**Metal 2**

Cells faint in the background.
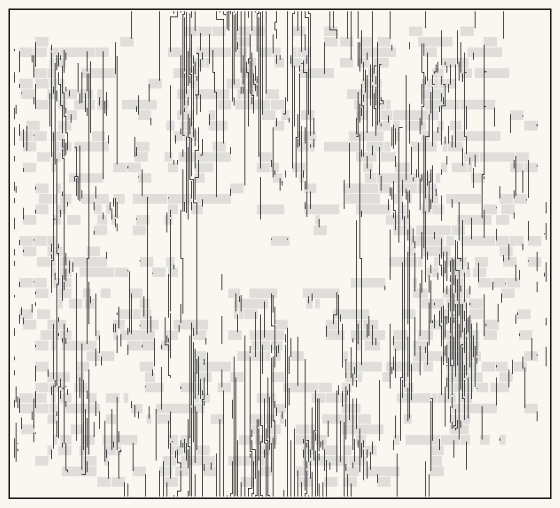
**Placement by cell class**

Fill, decap, tap and diode cells in gray.
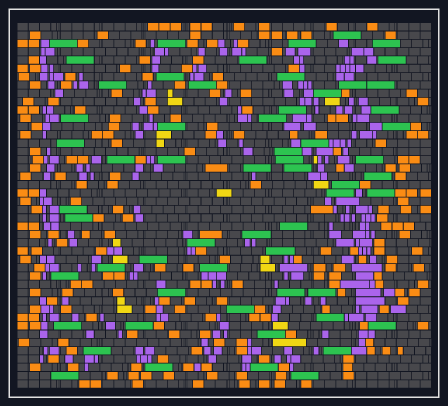
**Port wiring**

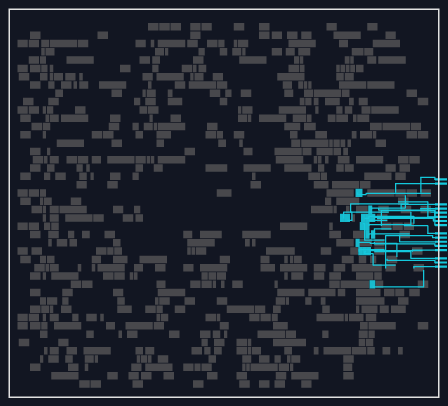
**Placed standard cells**

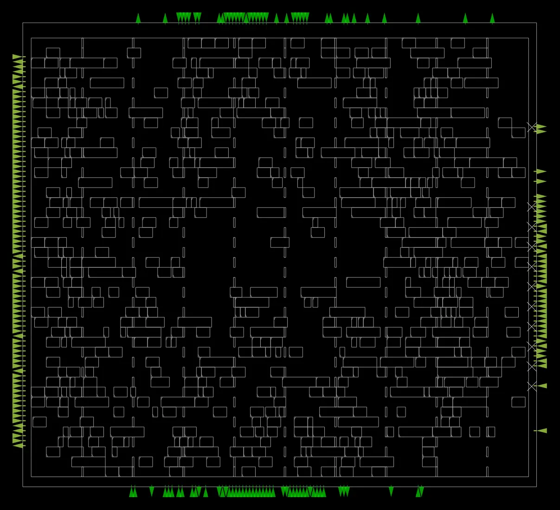
**Met3 routing**

Bar = 50 um.
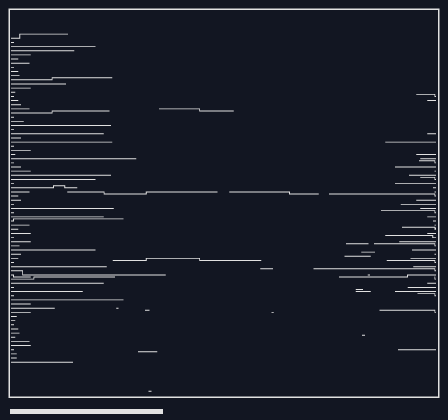
`config.mk`:
```
export PLATFORM = sky130hd
export DESIGN_NAME = cdb_arbiter
export DESIGN_NICKNAME = d
export VERILOG_FILES = /design/src/rtl/cdb_arbiter.sv
export SDC_FILE = /design/constraint.sdc
export NUM_CORES = 1
export LEC_CHECK = 0
export CELL_PAD_IN_SITES_DETAIL_PLACEMENT = 0
export CELL_PAD_IN_SITES_GLOBAL_PLACEMENT = 2
export CORE_ASPECT_RATIO = 0.9
export CORE_MARGIN = 2
export CORE_UTILIZATION = 20
export CTS_BUF_LIST = sky130_fd_sc_hd__clkbuf_8
export CTS_CLUSTER_DIAMETER = 30
export CTS_CLUSTER_SIZE = 20
export DETAILED_ROUTE_END_ITERATION = 8
export GPL_ROUTABILITY_DRIVEN = 0
export MAX_ROUTING_LAYER = met4
export PLACE_DENSITY_LB_ADDON = 0.1
export SLEW_MARGIN = 25
export SYNTH_ARGS = -nofsm -noshare
export SYNTH_HDL_FRONTEND = slang
export SYNTH_SLANG_ARGS = --single-unit
```
`constraint.sdc`:
```
create_clock -name clk -period 2.7 [get_ports clk]
set_input_delay 0.81 -clock clk [delete_from_list [all_inputs] [get_ports clk]]
set_output_delay 0.81 -clock clk [all_outputs]
set_load 0.03 [all_outputs]
```
`src/rtl/cdb_arbiter.sv`:
```
// Common data bus arbiter: round-robin grant among execution units, one
// registered broadcast plus one-cycle acknowledge per granted request.
module cdb_arbiter #(
    parameter int N     = 4,
    parameter int TAG_W = 4
) (
    input  logic                 clk,
    input  logic                 nRST,
    input  logic [N-1:0]         requireCDB,
    input  logic [N*TAG_W-1:0]   reqTag,
    input  logic [N*32-1:0]      reqData,
    input  logic                 flush,
    output logic [N-1:0]         requireAC,
    output logic                 cdbValid,
    output logic [TAG_W-1:0]     cdbTag,
    output logic [31:0]          cdbData,
    output logic [15:0]          bcastCount
);

    localparam int IDX_W = (N > 1) ? $clog2(N) : 1;
    localparam logic [IDX_W-1:0] LAST_IDX = IDX_W'(N - 1);

    logic [TAG_W-1:0] tagArr  [N];
    logic [31:0]      dataArr [N];
    logic [N-1:0]     eligible;
    logic [IDX_W-1:0] lastGrant;
    logic [IDX_W-1:0] cand;
    logic [IDX_W-1:0] grantIdx;
    logic             grantFound;
    logic [N-1:0]     grantOneHot;
    logic [TAG_W-1:0] grantTag;
    logic [31:0]      grantData;

    for (genvar g = 0; g < N; g++) begin : gUnpack
        assign tagArr[g]  = reqTag[g*TAG_W +: TAG_W];
        assign dataArr[g] = reqData[g*32 +: 32];
    end

    // A unit being acked right now is still raising its request; masking it
    // keeps the same result from being broadcast twice.
    assign eligible = requireCDB & ~requireAC;

    always_comb begin
        cand        = lastGrant;
        grantIdx    = '0;
        grantFound  = 1'b0;
        grantOneHot = '0;
        for (int k = 0; k < N; k++) begin
            cand = (cand == LAST_IDX) ? '0 : cand + IDX_W'(1);
            if (!grantFound && eligible[cand]) begin
                grantFound = 1'b1;
                grantIdx   = cand;
            end
        end
        if (grantFound) begin
            grantOneHot[grantIdx] = 1'b1;
        end
    end

    assign grantTag  = tagArr[grantIdx];
    assign grantData = dataArr[grantIdx];

    // Tag zero still gets acked so the unit cannot stall, but is never
    // broadcast as valid or counted.
    always_ff @(posedge clk or negedge nRST) begin
        if (!nRST) begin
            requireAC  <= '0;
            cdbValid   <= 1'b0;
            cdbTag     <= '0;
            cdbData    <= '0;
            bcastCount <= '0;
            lastGrant  <= LAST_IDX;
        end else if (flush || !grantFound) begin
            requireAC <= '0;
            cdbValid  <= 1'b0;
            cdbTag    <= '0;
            cdbData   <= '0;
        end else begin
            requireAC <= grantOneHot;
            cdbValid  <= (grantTag != '0);
            cdbTag    <= grantTag;
            cdbData   <= grantData;
            lastGrant <= grantIdx;
            if ((grantTag != '0) && (bcastCount != 16'hFFFF)) begin
                bcastCount <= bcastCount + 16'd1;
            end
        end
    end

endmodule

```
==> results.tsv <==
metric	value	unit
cts_hold_buffers	0	
p_leak	0.00242	uW
fp.dieH	127	um
end_kind	flip-flop	
ant_nets	0	
layout_setup_ws	0.0466	ns
synth-seq-cells	59	
maxSlewHeadroom	64.3	%
clock_skew	0.00809	ns
synthXorXnorAreaFrac	3.41	%
dr.pass1.iters	8	
cpMaxStageDelayCell	or3b_4	
rr_endpoint	bcastCount[13]	
path_cells	dlygate4sd2_1 -> nor2b_4 -> a311oi_4 -> buf_4 -> o32a_4 -> nand2_1 -> a32o_2 -> nand4_4 -> or3b_4 -> xnor2_1	
finalCriticalPeriod	2.65	ns
layout_top_cell	clkdlybuf4s50_1	
reg2reg_slack	0.06	ns
pwr-share-comb	66.2	%
finalSetupViolations	0	
hpwlAfterDp	9.55	mm
routedWlPerCell	16.8	um
grt_pass1_vias	3681	
ys_sh_adder	0.750	%
post-route-period-util	98.3	%
syn_area_per_cell	9.25	sq um
clk_path_buf_depth	2	
antenna_cells	0	
die_area	17700	sq um
drive_above_1_share	13.1	%
cpPeakStageDelay	0.39	ns
cp_data_required_time	2.94	ns
p_seq_share	21.0	%
async_flop_share	100	%
syn_area	3340	sq um
logic_family	simple AND/OR/NAND/NOR gates	
grt_first_pass_wirelength	20.7	mm
pwr-share-clk	12.8	%
dp_cells	765	
syn_nets	514	
cts_tree	done	
swShare	46.7	%
r2r_start	lastGrant[1]	
yosys.area_share.aoi	20.4	%
grt_util_all_layers	15.6	%
crit_path_start_kind	primary input	
drc	11	
slew_viol_final	0	
yosys-stat-cells	361	
power_density	1070	nW/um^2
ys.flop_type	dfrtp_1	
worst_pin_slew	0.536	ns
status	finished, violations left	
clock_latency	0.36	ns
clk_pin_slew_worst_paths	0.08	ns
grt_max_degree	70	
mux_share	1.01	%
intPower	3490	uW
hold_class	primary input to asynchronous set/reset pin	
path_max_fanout	8	
antenna_found_initial	0	
viasPerCell	4.52	
cts_made_buffers	9	
cts_sinks	59	
drt_iter0_drc	154	
fmax	377	MHz
area_growth	82.9	%
cap_violations	0	
worstSetupPathType	primary input to flip-flop	
worst_r2r_path_depth	9	
yosysWarnings	0	
whs	0.463	ns
synthCells	361	
max-vdd-ir-drop	0.566	mV
violations	DRC	
ctsHtreeMaxLevel	3	
ctsRootBufferMaster	clkbuf_8	
edf_count	0	
synth_seq_share	44.3	%
ys_types	46	
nNetsFinal	729	
fp_util	20.6	%
rsz0062_at_grt	false	
finalHoldViolCount	0	
p_sw	3050	uW
layout_top_cells	203 x clkdlybuf4s50_1, 85 x nand2_1, 57 x dfrtp_1, 33 x and2_1	
post-place-ws	-0.524	ns
simple_gate_area_share	25.9	%
warning_count	26	
gr-total-overflow	0	
worstPathArrival	2.90	ns
die_w	140	um
Back to the opening pictures, 'metal 2':
longest straight run: 54.1 um
share of all routed wire: 46%
Vias: 3560
met2 Use GR: 24.5%
drt total wl: 13.2 mm

Back to the opening pictures, 'placement by cell class':
[purple] all other logic | cells: 274 | share of their area: 32%
[yellow] clock drivers and dummy loads | cells: 16 | share of their area: 3.3%
[orange] other buffers and delay cells | cells: 232 | share of their area: 39%
[green] flip-flops | cells: 59 | share of their area: 25%
fin util: 37.6%
design area: 6110 sq um
core area: 16200 sq um
sequential cell area share: 24.2%
# rows: 44

Back to the opening pictures, 'port wiring':
[cyan] reqTag | bits: 16 | direction: input | edge: right | end cells: 16 | buffers: 16 | wire: 523 um
IO Pins: 208
Port Buffers: 207

Back to the opening pictures, 'placed standard cells':
fin cells: 788
fill count: 1625
registers: 59
Well Taps: 207

Back to the opening pictures, 'met3 routing':
longest straight run: 46.7 um
wire length on this layer: 1490 um
main direction: horizontal
nets with wire on the layer: 128
share of all routed wire: 11%
grt met3 use: 7.29%

[flip-flops by register name, indices dropped and copies added (netlist names)]
signal	count
bcastCount	16
cdbData	32
cdbTag	4
cdbValid	1
lastGrant	2
requireAC	4
[synth_stat cells (4+ instances only)]
| master | number | share of area [%] |
|---|---|---|
| dfrtp_1 | 57 | 43 |
| nand3_1 | 12 | 1.8 |
| buf_2 | 5 | 0.75 |
| a311oi_1 | 32 | 8.4 |
| clkbuf_1 | 20 | 2.2 |
| xnor2_1 | 10 | 2.6 |
| and2_1 | 33 | 6.2 |
| a211oi_1 | 32 | 7.2 |
| nor2_1 | 13 | 1.5 |
| nand2_1 | 87 | 9.8 |
| a21oi_1 | 4 | 0.60 |
| and3_1 | 4 | 0.75 |
[cell type report]
cell class	count	area (sq um)	share of cell area (%)
multi-input combinational	272	1860	30.5
tap	207	259	4.24
clock inverter	7	70.1	1.15
inverter	2	7.51	0.123
timing repair buffer	232	2310	37.8
sequential	59	1480	24.2
clock buffer	9	124	2.03
[timing repair]
| item | in CTS | in global routing |
|---|---|---|
| cloned | 2 | 0 |
| hold endpoints to repair | 0 | 0 |
| resized | 22 | 7 |
| pin swaps | 10 | 5 |
| setup buffers | 4 | 1 |
| endpoints found under the setup margin | 38 | 30 |
[through the flow]
| step | TNS [ns] | total power, uW | area (sq um) | util [%] |
|---|---|---|---|---|
| 3_3_place_gp | -21.01 | 5420 | 5740 | 35.3 |
| 6_report | 0 | 6540 | 6110 | 37.6 |
| 2_1_floorplan | 0 | 3910 | 3340 | - |
| 4_1_cts | 0 | 6580 | 6060 | 37.3 |
| 5_1_grt | 0 | 7090 | 6110 | 37.6 |
| 3_5_place_dp | -21.81 | 5440 | 5740 | 35.3 |
[worst max-delay path: cells and delay by family]
| family | cells | cell delay [ns] |
|---|---|---|
| buffers and inverters | 2 | 0.42 |
| AND/OR/NAND/NOR | 4 | 0.74 |
| XOR/XNOR | 1 | 0.13 |
| AND-OR/OR-AND | 3 | 0.80 |
[worst max path at each step]
stage	from	to	slack, ns	cells after the start
2_1_floorplan	requireCDB[1]	bcastCount[13]	0.12	9
3_3_place_gp	requireCDB[0]	bcastCount[1]	-0.48	9
3_5_place_dp	requireCDB[3]	cdbData[0]	-0.52	7
4_1_cts	lastGrant[1]	bcastCount[13]	0.01	9
5_1_grt	lastGrant[1]	bcastCount[13]	0.0007	9
6_report	requireCDB[1]	bcastCount[13]	0.05	10
[power groups by stage]
stage	Sequential [uW]	Combinational (uW)	Clock, uW
detailed placement	1380	4060	0
global route	1420	4750	929
finish	1370	4330	835
global placement	1390	4030	0
CTS	1370	4330	876
floorplan	1930	1980	0
[cells by family after synthesis]
kind of cell             Yosys count
AND-OR/OR-AND                     82
AND/OR/NAND/NOR                  170
multiplexers                       3
buffers and inverters             32
flip-flops                        59
adder cells (fa/ha/maj)            2
XOR/XNOR                          13
[per-layer routing]
layer	part of all wire, %	vias to the layer above	track usage [%]
li1	-	1736	-
met1	41	1665	18.0
met2	46	144	24.5
met3	11	15	7.29
met4	1.4	0	4.04
met5	0	-	-
Power is estimated from default activity; no workload was simulated.
